===== config.mk =====
export PLATFORM = sky130hd
export DESIGN_NAME = id_char_gen
export DESIGN_NICKNAME = d
export VERILOG_FILES = /design/src/rtl/id_char_gen.sv
export SDC_FILE = /design/constraint.sdc
export NUM_CORES = 1
export LEC_CHECK = 0
export CAP_MARGIN = 20
export CELL_PAD_IN_SITES_DETAIL_PLACEMENT = 0
export CELL_PAD_IN_SITES_GLOBAL_PLACEMENT = 1
export CORE_MARGIN = 2
export CORE_UTILIZATION = 38
export DETAILED_ROUTE_END_ITERATION = 7
export PLACE_DENSITY = 0.72
export SLEW_MARGIN = 20
export SYNTH_ARGS = -nofsm -noshare
export SYNTH_HDL_FRONTEND = slang
export SYNTH_SLANG_ARGS = --single-unit

===== constraint.sdc =====
create_clock -name clk -period 1.9 [get_ports clk]
set_clock_uncertainty 0.15 [all_clocks]
set_input_delay 0.285 -clock clk [delete_from_list [all_inputs] [get_ports clk]]
set_output_delay 0.285 -clock clk [all_outputs]
set_load 0.005 [all_outputs]

===== src/rtl/id_char_gen.sv =====
// id_char_gen: emits one identifier (letters, then digits, then a terminator)
// one character per valid/ready transfer.
module id_char_gen #(
    parameter int          CNT_W     = 4,
    parameter logic [7:0]  TERM_CHAR = 8'h5C
) (
    input  logic             clk,
    input  logic             rst_n,
    input  logic             start_i,
    input  logic [CNT_W-1:0] n_alpha_i,
    input  logic [CNT_W-1:0] n_digit_i,
    input  logic             char_ready_i,
    output logic [7:0]       char_o,
    output logic             char_valid_o,
    output logic             busy_o,
    output logic             done_o
);

    typedef enum logic [1:0] {IDLE, ALPHA, DIGIT, TERM} state_t;

    localparam logic [7:0]       CH_A   = 8'h61;  // 'a'
    localparam logic [7:0]       CH_Z   = 8'h7A;  // 'z'
    localparam logic [7:0]       CH_0   = 8'h30;  // '0'
    localparam logic [7:0]       CH_9   = 8'h39;  // '9'
    localparam logic [CNT_W-1:0] CNT_1  = {{(CNT_W-1){1'b0}}, 1'b1};
    localparam logic [CNT_W-1:0] CNT_0  = '0;

    state_t           state_q, state_d;
    logic [7:0]       char_q, char_d;
    logic             valid_q, valid_d;
    logic             busy_q, busy_d;
    logic             done_q, done_d;
    // cnt_q is the 1-based index of the char currently on the bus within its field,
    // so it never exceeds the latched count and cannot overflow.
    logic [CNT_W-1:0] cnt_q, cnt_d;
    logic [CNT_W-1:0] na_q, na_d;
    logic [CNT_W-1:0] nd_q, nd_d;
    logic             xfer;

    assign xfer = valid_q & char_ready_i;

    // Next-state and output logic; registers hold unless a transfer or start occurs.
    always_comb begin
        state_d = state_q;
        char_d  = char_q;
        valid_d = valid_q;
        busy_d  = busy_q;
        done_d  = 1'b0;
        cnt_d   = cnt_q;
        na_d    = na_q;
        nd_d    = nd_q;
        case (state_q)
            IDLE: begin
                if (start_i) begin
                    na_d    = n_alpha_i;
                    nd_d    = n_digit_i;
                    busy_d  = 1'b1;
                    valid_d = 1'b1;
                    cnt_d   = CNT_1;
                    if (n_alpha_i != CNT_0) begin
                        state_d = ALPHA;
                        char_d  = CH_A;
                    end else if (n_digit_i != CNT_0) begin
                        state_d = DIGIT;
                        char_d  = CH_0;
                    end else begin
                        state_d = TERM;
                        char_d  = TERM_CHAR;
                    end
                end
            end
            ALPHA: begin
                if (xfer) begin
                    if (cnt_q == na_q) begin
                        cnt_d = CNT_1;
                        if (nd_q != CNT_0) begin
                            state_d = DIGIT;
                            char_d  = CH_0;
                        end else begin
                            state_d = TERM;
                            char_d  = TERM_CHAR;
                        end
                    end else begin
                        cnt_d  = cnt_q + CNT_1;
                        char_d = (char_q == CH_Z) ? CH_A : char_q + 8'd1;
                    end
                end
            end
            DIGIT: begin
                if (xfer) begin
                    if (cnt_q == nd_q) begin
                        cnt_d   = CNT_1;
                        state_d = TERM;
                        char_d  = TERM_CHAR;
                    end else begin
                        cnt_d  = cnt_q + CNT_1;
                        char_d = (char_q == CH_9) ? CH_0 : char_q + 8'd1;
                    end
                end
            end
            TERM: begin
                if (xfer) begin
                    state_d = IDLE;
                    valid_d = 1'b0;
                    busy_d  = 1'b0;
                    done_d  = 1'b1;
                    cnt_d   = CNT_0;
                end
            end
            default: state_d = IDLE;
        endcase
    end

    // State and output registers, asynchronously cleared.
    always_ff @(posedge clk or negedge rst_n) begin
        if (!rst_n) begin
            state_q <= IDLE;
            char_q  <= 8'h00;
            valid_q <= 1'b0;
            busy_q  <= 1'b0;
            done_q  <= 1'b0;
            cnt_q   <= CNT_0;
            na_q    <= CNT_0;
            nd_q    <= CNT_0;
        end else begin
            state_q <= state_d;
            char_q  <= char_d;
            valid_q <= valid_d;
            busy_q  <= busy_d;
            done_q  <= done_d;
            cnt_q   <= cnt_d;
            na_q    <= na_d;
            nd_q    <= nd_d;
        end
    end

    assign char_o       = char_q;
    assign char_valid_o = valid_q;
    assign busy_o       = busy_q;
    assign done_o       = done_q;

endmodule


Routing congestion map:
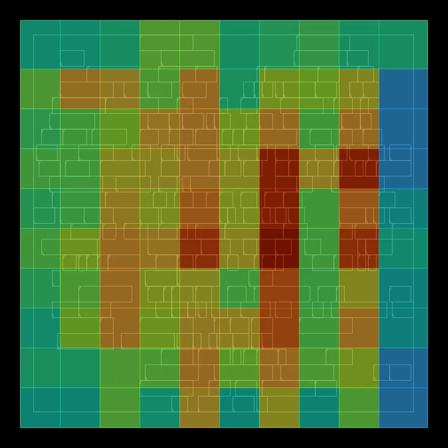
drt wl/cell: 15.9 um
GR met2 Demand/Resource: 31.9%
GRT busiest layer: met2
gr usage total: 17.3%

Placed cells, one color a class:
(6 px per um) Fill, decap, tap and diode cells in gray.
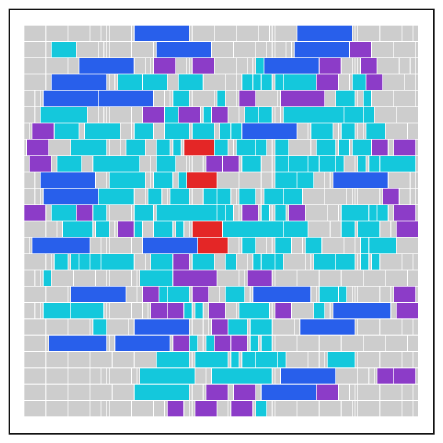
Key: red = clock drivers and dummy loads [cells 4, share of their area 2.4%]; cyan = remaining logic cells [cells 140, share of their area 52%]; blue = registers [cells 24, share of their area 26%]; purple = remaining buffers and delay cells [cells 50, share of their area 20%]
fin util: 55.8%
post-route cell area: 0.00240 sq mm

Sizing map:
(6 px per um)
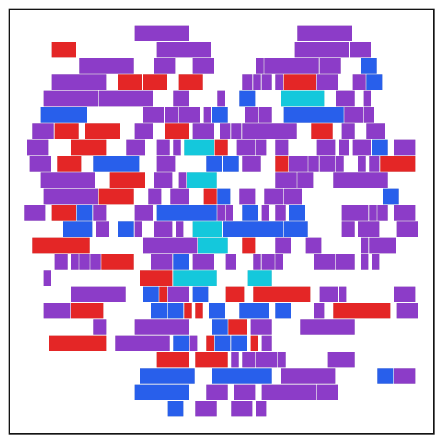
Key: purple = x1 and smaller [cells 139, most used clkdlybuf4s50_1]; cyan = x6 and larger [cells 7, most used clkbuf_8]; blue = x3 and x4 [cells 37, most used buf_4]; red = x2 [cells 35, most used mux2_2]
final worst setup slack: 0.0647 ns
synthesis-to-layout area growth: 42.6%
Buffers, non-clock: 50

The metal 3 layer:
(6 px per um)
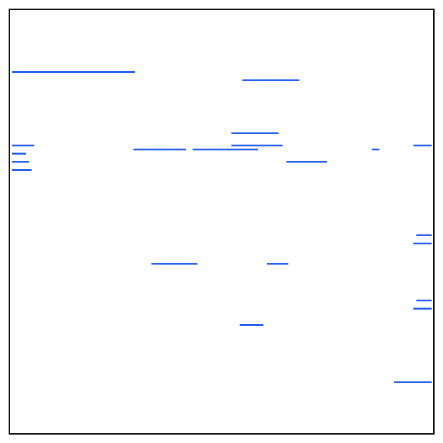
The layer holds 2.7% of the routed length. The longest straight run is 20.2 um. 19 nets have wire on it.
met3 Resource Use GR: 2.16%
Routed WL: 4.31 mm
DR vias: 1472

==> changes_impl.md <==
## Flow update

* Comb gates at 130
* Synth Area in Compound Gates at 19.6%
* Ratio of final minimum period to clock period at 96.6%
* Row count at 24
* Vias per std cell at ~5.5
* Die footprint at 0.00497 sq mm
* Status: finished, final reports clean
* FF-to-FF Start: state_q[1]
* Setup slack, reg-to-reg at about 0.065 ns
* Critical path launch point type: flip-flop
* Fillers at between 300 and 400
* Basic Gates by Area at between 10% and 20%
* CTS Sinks at 24
* Max FO, Critical Path at 5
* CP Buf/Inv Count at 4
* Worst setup path end: char_o[5]
* Fmax at approximately 0.54 GHz
* Most numerous logic cells after layout: 25 x buf_4, 22 x clkdlybuf4s50_1, 20 x dfrtp_1, 13 x nand2_1, 10 x nor2_1
* FF-to-FF End: char_o[5]
* Met1 GRT Util at 21.7%
* Setup violations, final at 0
* PD cells at just over 400 mW/mm^2
* Crit path kind: reg -> reg
* Well Taps at about 52
* H-tree Lvls at 1
* Yosys cell count at about 170
* Most common logic cell in the routed design: buf_4
* Lkg Pwr at between 0.9 and 1 nW
* Top-Level Pins at 23
* Most used cell, CP: inv_2
* Final global-route overflow total at 0
* Flip-flops at 24
* R2R depth at 9
* Placed Cells at approximately 260
* Comb/total area at between 40% and 50%
* Yosys reg bits at 24
* Slowest cell on the critical path: dfrtp_1
* Data required time of the worst path at 1.91 ns
* Setup tns final at 0 ns
* Clock buffer count at 4
* Largest type area fraction at roughly 36%
* Clock-cell share of area at around 2.3%
* Post-Synthesis Cells at around 170
* Dominant kind of cell: combinational gates
* Chip Width at 70.5 um
* Mapped Area at around 0.0017 sq mm
* ANT cells at 0
* Worst Hold Margin at around 0.23 ns
* Max clock buf depth at 2
* Normalized max-slew margin at around 73%
* PnR Total Power at about 970 uW
* Antenna viol nets, final at 0
* Crit. Startpoint: state_q[1]
* Vias in the first global route at 1504
* Ratio of cells with drive above 1 in the final layout at around 36%
* P_comb at 84.4 uW
* Drt drc at 0
* Pre-CTS setup slack at -0.151 ns
* Clk Latency, worst-skew pair at 0.27 ns
* Net Sw Frac at a little under a quarter
* Die Height at 70.5 um
* Max-cap violations at 0
* Synth top cell by count: dfrtp_1
No activity file was given, so power comes from the tool's default toggle rates.
